--- src/rtl/acs_unit_if.sv ---
`default_nettype none
// ============================================================================
// acs_unit_if : BMU-to-ACS input bundle and ACS survivor/metric outputs.
// Revision    : 1.0
// ============================================================================
interface acs_unit_if #(
  parameter int PM_W = 5
);
  logic [1:0]      bit_pair_input;
  logic [3:0]      branch_metric_000;
  logic [3:0]      branch_metric_001;
  logic [3:0]      branch_metric_010;
  logic [3:0]      branch_metric_011;
  logic [3:0]      branch_metric_100;
  logic [3:0]      branch_metric_101;
  logic [3:0]      branch_metric_110;
  logic [3:0]      branch_metric_111;
  logic            valid_in;
  logic [PM_W-1:0] pm_00;
  logic [PM_W-1:0] pm_01;
  logic [PM_W-1:0] pm_10;
  logic [PM_W-1:0] pm_11;
  logic [3:0]      decision;
  logic [1:0]      best_state;
  logic            valid_out;

  modport master (
    output bit_pair_input, valid_in,
    output branch_metric_000, branch_metric_001, branch_metric_010, branch_metric_011,
    output branch_metric_100, branch_metric_101, branch_metric_110, branch_metric_111,
    input  pm_00, pm_01, pm_10, pm_11, decision, best_state, valid_out
  );

  modport slave (
    input  bit_pair_input, valid_in,
    input  branch_metric_000, branch_metric_001, branch_metric_010, branch_metric_011,
    input  branch_metric_100, branch_metric_101, branch_metric_110, branch_metric_111,
    output pm_00, pm_01, pm_10, pm_11, decision, best_state, valid_out
  );
endinterface
`default_nettype wire

--- src/rtl/acs_unit.sv ---
`default_nettype none
// ============================================================================
// acs_unit : add-compare-select stage, rate-1/2 K=3 (7,5) Viterbi decoder.
// Revision : 1.0
// ============================================================================
module acs_unit #(
  parameter int PM_W = 5
) (
  input  wire        clk,
  input  wire        rst,
  acs_unit_if.slave  bus
);

  localparam logic [0:0] c_IDLE = 1'b0;
  localparam logic [0:0] c_RUN  = 1'b1;
  localparam logic [PM_W-1:0] c_PM_MAX = {PM_W{1'b1}};

  logic [0:0]      r_state;
  logic [PM_W-1:0] r_pm [4];
  logic [3:0]      r_decision;
  logic [1:0]      r_best_state;
  logic            r_valid_out;

  logic [3:0]      w_bm_in [8];
  logic [PM_W:0]   w_cand0 [4];
  logic [PM_W:0]   w_cand1 [4];
  logic [PM_W:0]   w_sel   [4];
  logic [PM_W:0]   w_diff  [4];
  logic [PM_W-1:0] w_pm_next [4];
  logic [PM_W:0]   w_min;
  logic [3:0]      w_dec;
  logic [1:0]      w_best;

  // Hamming distance between the received pair and the encoder output of a transition
  function automatic logic [1:0] f_bm(input logic [1:0] st, input logic u, input logic [1:0] rx);
    logic [1:0] w_exp;
    logic [1:0] w_x;
    w_exp = {u ^ st[0] ^ st[1], u ^ st[1]};
    w_x   = w_exp ^ rx;
    return {1'b0, w_x[1]} + {1'b0, w_x[0]};
  endfunction

  assign w_bm_in[0] = bus.branch_metric_000;
  assign w_bm_in[1] = bus.branch_metric_001;
  assign w_bm_in[2] = bus.branch_metric_010;
  assign w_bm_in[3] = bus.branch_metric_011;
  assign w_bm_in[4] = bus.branch_metric_100;
  assign w_bm_in[5] = bus.branch_metric_101;
  assign w_bm_in[6] = bus.branch_metric_110;
  assign w_bm_in[7] = bus.branch_metric_111;

  always_comb begin
    w_min  = '1;
    w_dec  = 4'b0000;
    w_best = 2'b00;
    for (int s = 0; s < 4; s++) begin
      if (r_state == c_IDLE) begin
        w_cand0[s] = {{(PM_W-3){1'b0}}, w_bm_in[s]};
        w_cand1[s] = {{(PM_W-3){1'b0}}, w_bm_in[s+4]};
      end else begin
        // Next state {b,u} is reached from {0,b} and {1,b}
        w_cand0[s] = {1'b0, r_pm[{1'b0, s[1]}]}
                   + {{(PM_W-1){1'b0}}, f_bm({1'b0, s[1]}, s[0], bus.bit_pair_input)};
        w_cand1[s] = {1'b0, r_pm[{1'b1, s[1]}]}
                   + {{(PM_W-1){1'b0}}, f_bm({1'b1, s[1]}, s[0], bus.bit_pair_input)};
      end
      w_dec[s] = (w_cand1[s] < w_cand0[s]);
      w_sel[s] = w_dec[s] ? w_cand1[s] : w_cand0[s];
      if (w_sel[s] < w_min) w_min = w_sel[s];
    end
    for (int s = 3; s >= 0; s--) begin
      w_diff[s]    = w_sel[s] - w_min;
      w_pm_next[s] = w_diff[s][PM_W] ? c_PM_MAX : w_diff[s][PM_W-1:0];
      if (w_pm_next[s] == '0) w_best = s[1:0];
    end
  end

  always_ff @(posedge clk or posedge rst) begin
    if (rst) begin
      r_state      <= c_IDLE;
      r_decision   <= 4'b0000;
      r_best_state <= 2'b00;
      r_valid_out  <= 1'b0;
      for (int s = 0; s < 4; s++) r_pm[s] <= '0;
    end else begin
      r_valid_out <= bus.valid_in;
      r_state     <= bus.valid_in ? c_RUN : c_IDLE;
      if (bus.valid_in) begin
        r_decision   <= w_dec;
        r_best_state <= w_best;
        for (int s = 0; s < 4; s++) r_pm[s] <= w_pm_next[s];
      end
    end
  end

  assign bus.pm_00      = r_pm[0];
  assign bus.pm_01      = r_pm[1];
  assign bus.pm_10      = r_pm[2];
  assign bus.pm_11      = r_pm[3];
  assign bus.decision   = r_decision;
  assign bus.best_state = r_best_state;
  assign bus.valid_out  = r_valid_out;

endmodule
`default_nettype wire
--- src/flat_wrapper.sv ---
// flat-port wrapper written by rule: the top's interface ports become plain ports
module acs_unit_flat 
#(
  parameter int PM_W = 5
)
  (clk, rst, bus_bit_pair_input, bus_valid_in, bus_branch_metric_000, bus_branch_metric_001, bus_branch_metric_010, bus_branch_metric_011, bus_branch_metric_100, bus_branch_metric_101, bus_branch_metric_110, bus_branch_metric_111, bus_pm_00, bus_pm_01, bus_pm_10, bus_pm_11, bus_decision, bus_best_state, bus_valid_out);
  acs_unit_if #(.PM_W(PM_W)) bus_i ();
  input  wire clk;
  input  wire rst;
  input wire logic [$bits(bus_i.bit_pair_input)-1:0] bus_bit_pair_input;
  input wire logic [$bits(bus_i.valid_in)-1:0] bus_valid_in;
  input wire logic [$bits(bus_i.branch_metric_000)-1:0] bus_branch_metric_000;
  input wire logic [$bits(bus_i.branch_metric_001)-1:0] bus_branch_metric_001;
  input wire logic [$bits(bus_i.branch_metric_010)-1:0] bus_branch_metric_010;
  input wire logic [$bits(bus_i.branch_metric_011)-1:0] bus_branch_metric_011;
  input wire logic [$bits(bus_i.branch_metric_100)-1:0] bus_branch_metric_100;
  input wire logic [$bits(bus_i.branch_metric_101)-1:0] bus_branch_metric_101;
  input wire logic [$bits(bus_i.branch_metric_110)-1:0] bus_branch_metric_110;
  input wire logic [$bits(bus_i.branch_metric_111)-1:0] bus_branch_metric_111;
  output wire logic [$bits(bus_i.pm_00)-1:0] bus_pm_00;
  output wire logic [$bits(bus_i.pm_01)-1:0] bus_pm_01;
  output wire logic [$bits(bus_i.pm_10)-1:0] bus_pm_10;
  output wire logic [$bits(bus_i.pm_11)-1:0] bus_pm_11;
  output wire logic [$bits(bus_i.decision)-1:0] bus_decision;
  output wire logic [$bits(bus_i.best_state)-1:0] bus_best_state;
  output wire logic [$bits(bus_i.valid_out)-1:0] bus_valid_out;
  assign bus_i.bit_pair_input = bus_bit_pair_input;
  assign bus_i.valid_in = bus_valid_in;
  assign bus_i.branch_metric_000 = bus_branch_metric_000;
  assign bus_i.branch_metric_001 = bus_branch_metric_001;
  assign bus_i.branch_metric_010 = bus_branch_metric_010;
  assign bus_i.branch_metric_011 = bus_branch_metric_011;
  assign bus_i.branch_metric_100 = bus_branch_metric_100;
  assign bus_i.branch_metric_101 = bus_branch_metric_101;
  assign bus_i.branch_metric_110 = bus_branch_metric_110;
  assign bus_i.branch_metric_111 = bus_branch_metric_111;
  assign bus_pm_00 = bus_i.pm_00;
  assign bus_pm_01 = bus_i.pm_01;
  assign bus_pm_10 = bus_i.pm_10;
  assign bus_pm_11 = bus_i.pm_11;
  assign bus_decision = bus_i.decision;
  assign bus_best_state = bus_i.best_state;
  assign bus_valid_out = bus_i.valid_out;
  acs_unit #(.PM_W(PM_W)) u_core (.clk(clk), .rst(rst), .bus(bus_i));
endmodule
--- config.mk ---
export PLATFORM = sky130hd
export DESIGN_NAME = acs_unit_flat
export DESIGN_NICKNAME = d
export VERILOG_FILES = /design/src/rtl/acs_unit_if.sv /design/src/rtl/acs_unit.sv /design/src/flat_wrapper.sv
export SDC_FILE = /design/constraint.sdc
export NUM_CORES = 1
export LEC_CHECK = 0
export CORE_ASPECT_RATIO = 1.25
export CORE_UTILIZATION = 35
export CTS_CLUSTER_SIZE = 8
export DETAILED_ROUTE_END_ITERATION = 16
export HOLD_SLACK_MARGIN = 0.02
export PLACE_DENSITY = 0.59
export SYNTH_ARGS = -nofsm -noshare
export SYNTH_HDL_FRONTEND = slang
export SYNTH_SLANG_ARGS = --single-unit
export TNS_END_PERCENT = 10
--- constraint.sdc ---
create_clock -name clk -period 13.26 [get_ports clk]
set_input_delay 2.652 -clock clk [delete_from_list [all_inputs] [get_ports clk]]
set_output_delay 2.652 -clock clk [all_outputs]
set_load 0.01 [all_outputs]
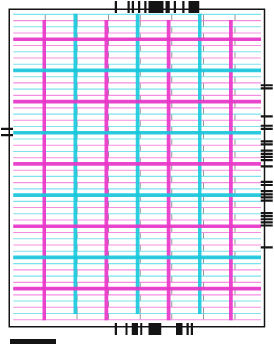
run_1/pdn.png
Bar = 20 um. Pins as bars on the die edge. Tap cells in grey.
Key: magenta = VSS; cyan = VDD
9 straps on met5. 178 tap cells.
height of the die: 138 um
area of the core: 14400 um^2
die extent in x: 111 um

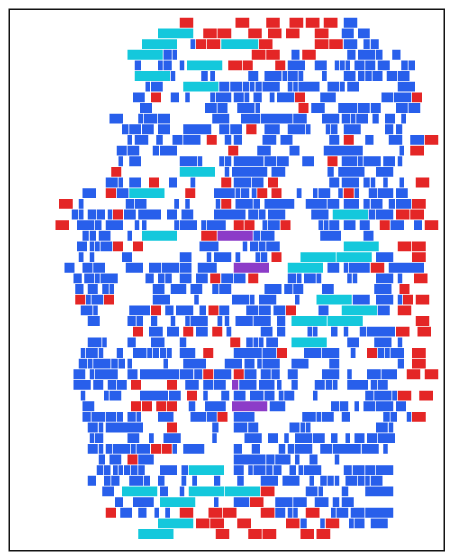
run_1/cell_classes.png
Key: blue = all other logic [cells 597, share of their area 72%]; purple = clock drivers and dummy loads [cells 4, share of their area 1.2%]; red = other buffers and delay cells [cells 125, share of their area 17%]; cyan = flip-flops [cells 27, share of their area 10%]
flip-flop and latch share of the layout cell area: 10.0%
number of rows in the core area: 49

==> design notes, run 1 <==
For the pin with the worst max-slew slack, the measured transition is 0.796 ns. For the cell count after synthesis, the log shows 650. The count of nets left with antenna violations once routing finished came out at 0. Headroom to the max-slew limit came out at 46.6%. According to the timing report, the critical path is captured at u_core.bus.best_state[1]$_DFFE_PP0P_.

Cells with a size suffix above 1 make up 19.3% of the layout. The worst setup path is launched from a primary input. In this design, the critical path's most frequently occurring cell is sky130_fd_sc_hd__ha_1. Of the total synthesized cell area, the portion taken by full adders, half adders and majority gates is 18.6%. STA classifies the critical path endpoint as a flip-flop. After detailed routing, the number of remaining DRC violations is 0. TritonCTS built the clock tree. For the maximum clock rate, the log shows 0.0780 GHz. The main area contributors are sky130_fd_sc_hd__ha_1, sky130_fd_sc_hd__dfrtp_1, sky130_fd_sc_hd__xnor2_1.

The cell area that synthesis handed to floorplanning was 5170 um^2. The tools report the total global routing overflow as 0. The top cell type by area accounts for 15.7% of the synthesized area. The post-CTS clock slew at the launch and capture registers of the worst setup and hold paths came out at 0.07 ns. sky130_fd_sc_hd__ha_1 takes more of the synthesized area than any other cell.

The wire-length estimate of the detail-placed layout is 14300 um. The tools report the number of optimization iterations in the first detailed-route pass as 5. Terminus of the critical flop-to-flop path: u_core.bus.best_state[1]$_DFFE_PP0P_.

For the number of nets in the finished design, the log shows 861. Via count of the first global-routing pass: 5118. The netlist uses 76 different library cells. The launch point of the worst min-delay path is recorded as u_core.bus.decision[0]$_DFFE_PP0P_. The slowest stage of the critical path belongs to the cell sky130_fd_sc_hd__or4b_4.

The synthesized netlist has a Yosys-reported chip area of 5170 um^2. Of the available clock period, the critical path in the final layout requires 96.7%. In the final timing run, aggregate negative setup slack is 0 ns.

Between the synthesized netlist and the finished layout, the area growth was recorded as 30.4%. Yosys shows that the main logic family after synthesis is AND-OR/OR-AND gates. The root buffer cell was sky130_fd_sc_hd__clkbuf_16. The OpenROAD report gives the critical path a data arrival time of 13.01 ns. Sum of met2 wire segment lengths after detailed routing: 8270 um. The cell total after placement was 925. The hold-critical path endpoint was u_core.bus.decision[0]$_DFFE_PP0P_. Commonest register cell after synthesis: sky130_fd_sc_hd__dfrtp_1. The worst register-to-register path depth is 43. The maximum net fanout on the critical path came out at 6. The sequential element share of the synthesized area was 13.1%; the fraction of synthesized area in multiplexers was 8.95%. Per the post-synthesis report, the nets total 757. In this run the top signal layer used is met4. For this run, the script counts the antenna cells in the layout as 0.

For this design, the CTS-stage hold fixing added 0 buffers. For reference, the final report shows the max-slew violation count at 0. The largest single stage delay on the critical path is 0.54 ns. The reg-to-reg setup timing slack is 3.12 ns. The number of warnings in the stage logs was 31. According to the timing report, the data required time at the worst endpoint equals 13.45 ns. The average cell area after synthesis is 7.96 um^2, and the fill cell instance count of the final layout is 1395.

In the hold timing report, the worst path depth is 2. Summing the areas of all and, or, nand and nor instances in the mapped netlist gives 17.3% of the synthesized area. The critical setup path kind is in -> reg. The chip occupies 15300 um^2. Counting only logic cells after layout, the most numerous master is sky130_fd_sc_hd__clkdlybuf4s50_1. The run gives 3 as the total CTS buffers.

For the number of H-tree levels, the log shows 1. The total met3 wirelength after detailed routing was 703 um. For reference, the final report shows the hold violation count at 0. Startpoint of the most critical setup path: bus_bit_pair_input[1].

The violation tally recorded at the end of detailed-routing iteration 0 is 373. Clock tree synthesis found a total of 27 sinks. The tools report the routability congestion estimate from global placement as 0.953. Once synthesis finished, the tally of register bits stood at 27. As logged by OpenROAD, the buffers inserted on ports number 63. The run finished with clean final reports.

The most critical hold endpoint after final layout shows a slack of 0.499 ns. The synthesis log from Yosys contains 0 warnings. For reference, compound AND-OR and OR-AND cells occupy 27.7% of the area reported after synthesis.

The number of enable-type register cells in the synthesized netlist came out at 0. The final critical delay including setup and external delays is 12.82 ns.

The cell total in the yosys stat output was 650; the maximum number of pins on one net before global-route repair was 46. In the final report, the number of endpoints failing setup comes to 0. 64 I/O pins were placed. The number of antenna violations at the first check in global routing is 0. Per the run summary, max-cap violations total 0. Per the synth stats, the proportion of register bits with asynchronous set or reset is 100%. Counting along the longest clock path gives a buffer depth of 2.
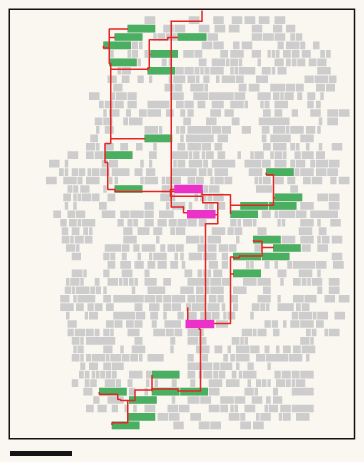
run_1/clock_map.png
Bar = 20 um.
Key: magenta = cells driving clock nets [count 3]; red = clock wires [length 474 um]; green = flip-flops [count 27]
There are 4 routed clock nets.
Clock Skew: 0.00658 ns
latest clock arrival within the worst-skew pair: 0.28 ns

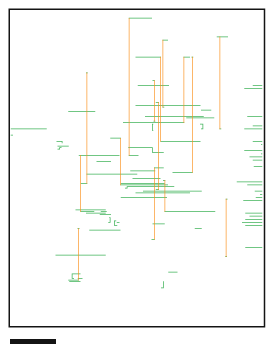
run_1/metal_stack.png
Bar = 20 um. Two of the layers only.
Key: orange = met4 [wire length 486 um]; green = met3 [wire length 703 um]
aggregate global-route resource usage: 22.3%
overall via count from detail_route: 5292
WL/cell: 18.6 um
routed wire length: 17300 um

## run 1: metal layers
metal	up-vias	track usage, %
met4	0	5.93
met1	2525	28.7
met3	31	1.66
li1	2598	-
met2	138	40.4
met5	-	0
## run 1: per-stage QoR
stage	cell area, um^2	util, %	setup WS [ns]
floorplan	5170	-	0.494
global placement	6360	44.2	-0.505
detailed placement	6360	44.2	-0.762
CTS	6500	45.1	0.0320
global route	6740	46.8	-0.0706
finish	6740	46.8	0.438
## run 1: Yosys cell counts, types with 13 or more instances
master                     count
sky130_fd_sc_hd__ha_1         65
sky130_fd_sc_hd__nor2_1       55
sky130_fd_sc_hd__nand2_1      52
sky130_fd_sc_hd__inv_1        47
sky130_fd_sc_hd__a21oi_1      40
sky130_fd_sc_hd__xnor2_1      35
sky130_fd_sc_hd__mux2i_1      29
sky130_fd_sc_hd__o21ai_0      29
sky130_fd_sc_hd__dfrtp_1      27
sky130_fd_sc_hd__a21o_1       16
sky130_fd_sc_hd__a31oi_1      16
sky130_fd_sc_hd__xor2_1       16
sky130_fd_sc_hd__clkbuf_1     14
sky130_fd_sc_hd__nor3_1       13
## run 1: worst max-delay path: cells and delay by family
kind	cells	cell delay, ns
muxes	2	0.46
and+or+nand+nor	8	1.62
AOI/OAI and AO/OA	24	4.85
buffers and inverters	6	1.09
adders and majority gates	8	2.11
xor gates and xnor gates	2	0.24
## run 1: cell families (layout without fill, tap and decap cells)
kind of cell,after synthesis,count (layout)
compound gates,195,195
simple gates,186,186
fa+ha+maj,75,75
buf+inv,73,176
xor+xnor,51,51
mux,43,43
flops,27,27
## run 1: area by class of cell
type	instances	area, um^2	share of cell area, %
Multi-Input combinational cell	550	4490	66.5
Timing Repair Buffer	125	1100	16.3
Sequential cell	27	677	10.0
Tap cell	178	223	3.30
Inverter	47	176	2.62
Clock buffer	3	75.1	1.11
Clock inverter	1	5.00	0.0742
## run 1: sequential cells by signal (all words and copies together), names as in the netlist
| register | cells |
|---|---|
| u_core.bus.decision | 4 |
| u_core.r_state | 1 |
| u_core.bus.best_state | 2 |
| u_core.bus.pm_11 | 5 |
| u_core.bus.pm_01 | 5 |
| u_core.bus.pm_10 | 5 |
| u_core.bus.pm_00 | 5 |
## run 1: what timing repair did
action / 4_1_cts / 5_1_grt
pin swaps: 2 / 10
setup endpoints to repair: 21 / 22
resized: 15 / 53
buffers inserted: 0 / 2
==> run 2: changes to the inputs <==
--- a/config.mk
+++ b/config.mk
@@ -5,6 +5,7 @@
 export SDC_FILE = /design/constraint.sdc
 export NUM_CORES = 1
 export LEC_CHECK = 0
+export ABC_AREA = 1
 export CORE_ASPECT_RATIO = 1.25
 export CORE_UTILIZATION = 35
 export CTS_CLUSTER_SIZE = 8
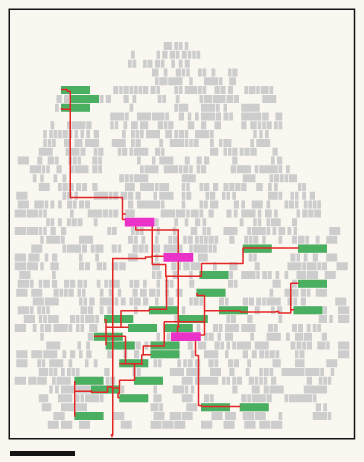
run_2/clock_map.png
Bar = 20 um.
Key: red = clock wires [length 514 um]; green = flip-flops [count 27]; magenta = cells driving clock nets [count 3]
There are 4 routed clock nets.
Clock Skew: 0.00312 ns

==> run 2 against run 1 <==
Via count decreased by 3.9%; global-route usage decreased by 1.1 points; first-iteration DRC count decreased by 32%; non-clock buffer count decreased by 59.
==> design notes, run 2 <==
The commonest cells after synthesis are sky130_fd_sc_hd__nand2_1, sky130_fd_sc_hd__inv_1, sky130_fd_sc_hd__nand3_1, sky130_fd_sc_hd__ha_1, sky130_fd_sc_hd__o21ai_0. The worst path meets setup with 1.49 ns of slack. Of the total synthesized cell area, the portion taken by AND-OR and OR-AND cells is 16.3%. Met3 global-route usage: 0.939%. By instance count, the leading cell after synthesis is sky130_fd_sc_hd__nand2_1.

Per the timing report, the most critical flop-to-flop path finishes at u_core.bus.best_state[1]$_DFFE_PP0P_. The count of maximum capacitance violations came out at 0. For the pre-CTS worst setup slack, the log shows 1.26 ns.

The most critical hold endpoint after final layout shows a slack of 0.492 ns. With the maximum net fanout on the critical path at 17, the average cell area after synthesis is 6.14 um^2. Before antenna repair, the detailed router went through 5 iterations. The routability congestion estimate from global placement was 0.904.

The cell type with the highest aggregate area in the netlist is sky130_fd_sc_hd__ha_1. Summed over all nets, the half-perimeter wirelength after detailed placement is 12600 um. Most congested layer reported by global routing: met2. For hold timing, the worst endpoint is u_core.bus.decision[3]$_DFFE_PP0P_.

The tools report the number of H-tree levels as 1. In the final routed layout, each cell accounts on average for 15.0 um. Post-CTS timing repair inserted 0 buffers for setup.

The later pin in the worst-skew pair is clocked with a latency of 0.28 ns. The synthesis run shows multiplexers occupying 0.844% of the cell area. The run finished with clean final reports. At the pin with the least slew margin, the transition time is 0.908 ns. The count of buffers from port buffering is 63. The tools report the kind of capture point of the worst setup path as a flip-flop. Of the cells placed in the final design, the portion with a size suffix greater than 1 is 4.96%.

The startpoint of the most critical hold path is u_core.bus.decision[3]$_DFFE_PP0P_. The count of cells along the worst register-to-register path was 45; the fraction of the core area covered by cells at the end of the flow was 42.5%. The die span in x works out to 106 um. In this run the tools logged warnings totalling 31.

Counting I/O delays and the setup requirement, the final critical path takes 11.77 ns. In the CTS report, the clock slew at the register clock pins of the worst setup and hold paths is listed as 0.08 ns. For this design the top-level I/O count stands at 64.

Entering global routing, the biggest net connects 41 pins. Summing the areas of all and, or, nand and nor instances in the mapped netlist gives 34.9% of the synthesized area. According to the floorplan report, the placeable core area is 13200 um^2. According to the finish report, the design has a final net count of 935.

Looking at the cell usage after synthesis, the top flip-flop cell is sky130_fd_sc_hd__dfrtp_1. TritonCTS built the clock tree. The count of cells along the worst hold path is 2.

The kind of start point of the critical path was a primary input. Synthesis produced 773 cells. The number of nets at floorplan is 880. Counting flops with a built-in enable in the synthesized netlist gives 0. In this run the vertical extent of the chip is 132 um.

Counting distinct cell types in the post-synthesis netlist gives 44. Top logic cell family in the synthesized netlist: simple AND/OR/NAND/NOR gates. The area fraction in full adders, half adders and majority gates is 19.3%.

Global routing consumed, on the met1 layer, 25.3% of the routing resources.
## run 2: netlist changes by cell type in the layout (fill, tap and decap cells not counted), moves of 13 or more
cell / previous run / this run
sky130_fd_sc_hd__inv_1: 46 / 115
sky130_fd_sc_hd__a21o_1: 16 / 0
sky130_fd_sc_hd__mux2i_1: 24 / 4
sky130_fd_sc_hd__nand3_1: 11 / 74
sky130_fd_sc_hd__buf_4: 61 / 3
sky130_fd_sc_hd__xnor2_1: 35 / 10
sky130_fd_sc_hd__o21ai_0: 22 / 61
sky130_fd_sc_hd__nand2_2: 1 / 14
sky130_fd_sc_hd__nand2_1: 51 / 216
## run 2: worst max-delay path by stage
stage,start,to,slack [ns]
after global placement,bus_bit_pair_input[0],u_core.bus.best_state[1]$_DFFE_PP0P_,1.32
after CTS,bus_bit_pair_input[0],u_core.bus.best_state[1]$_DFFE_PP0P_,1.51
after detailed placement,bus_bit_pair_input[0],u_core.bus.best_state[1]$_DFFE_PP0P_,1.26
after global routing,bus_bit_pair_input[0],u_core.bus.best_state[1]$_DFFE_PP0P_,0.73
final,bus_bit_pair_input[0],u_core.bus.best_state[1]$_DFFE_PP0P_,1.49
after floorplan,bus_bit_pair_input[0],u_core.bus.best_state[1]$_DFFE_PP0P_,3.22
## run 2: kinds of logic after synthesis
family | after synthesis
fa+ha+maj | 70
flops | 27
compound gates | 137
xor+xnor | 16
simple gates | 378
buf+inv | 141
mux | 4
## run 2: layer usage
metal  wire length [um]  share of wire [%]
met3                504                3.4
met5                  0                  0
met2               7420                 50
met4                744                5.0
met1               6290                 42
## run 2: per-stage QoR
stage          cells  cell area, um^2
3_5_place_dp     994             5540
4_1_cts          998             5620
3_3_place_gp     994             5540
5_1_grt          998             5620
6_report         998             5620
2_1_floorplan    773             4740
## run 2: final cells by class
class	instances	area [um^2]
Sequential cell	27	676
Clock buffer	3	75.1
Tap cell	171	214
Timing Repair Buffer	66	653
Fill cell	1442	7610
Multi-Input combinational cell	605	3520
Inverter	125	469
Clock inverter	1	8.76
## run 2: worst max-delay path: cells and delay by family
kind / cells / cell delay (ns)
compound gates: 15 / 4.04
fa+ha+maj: 8 / 2.37
simple gates: 16 / 1.57
buf+inv: 6 / 0.95
xor+xnor: 2 / 0.34
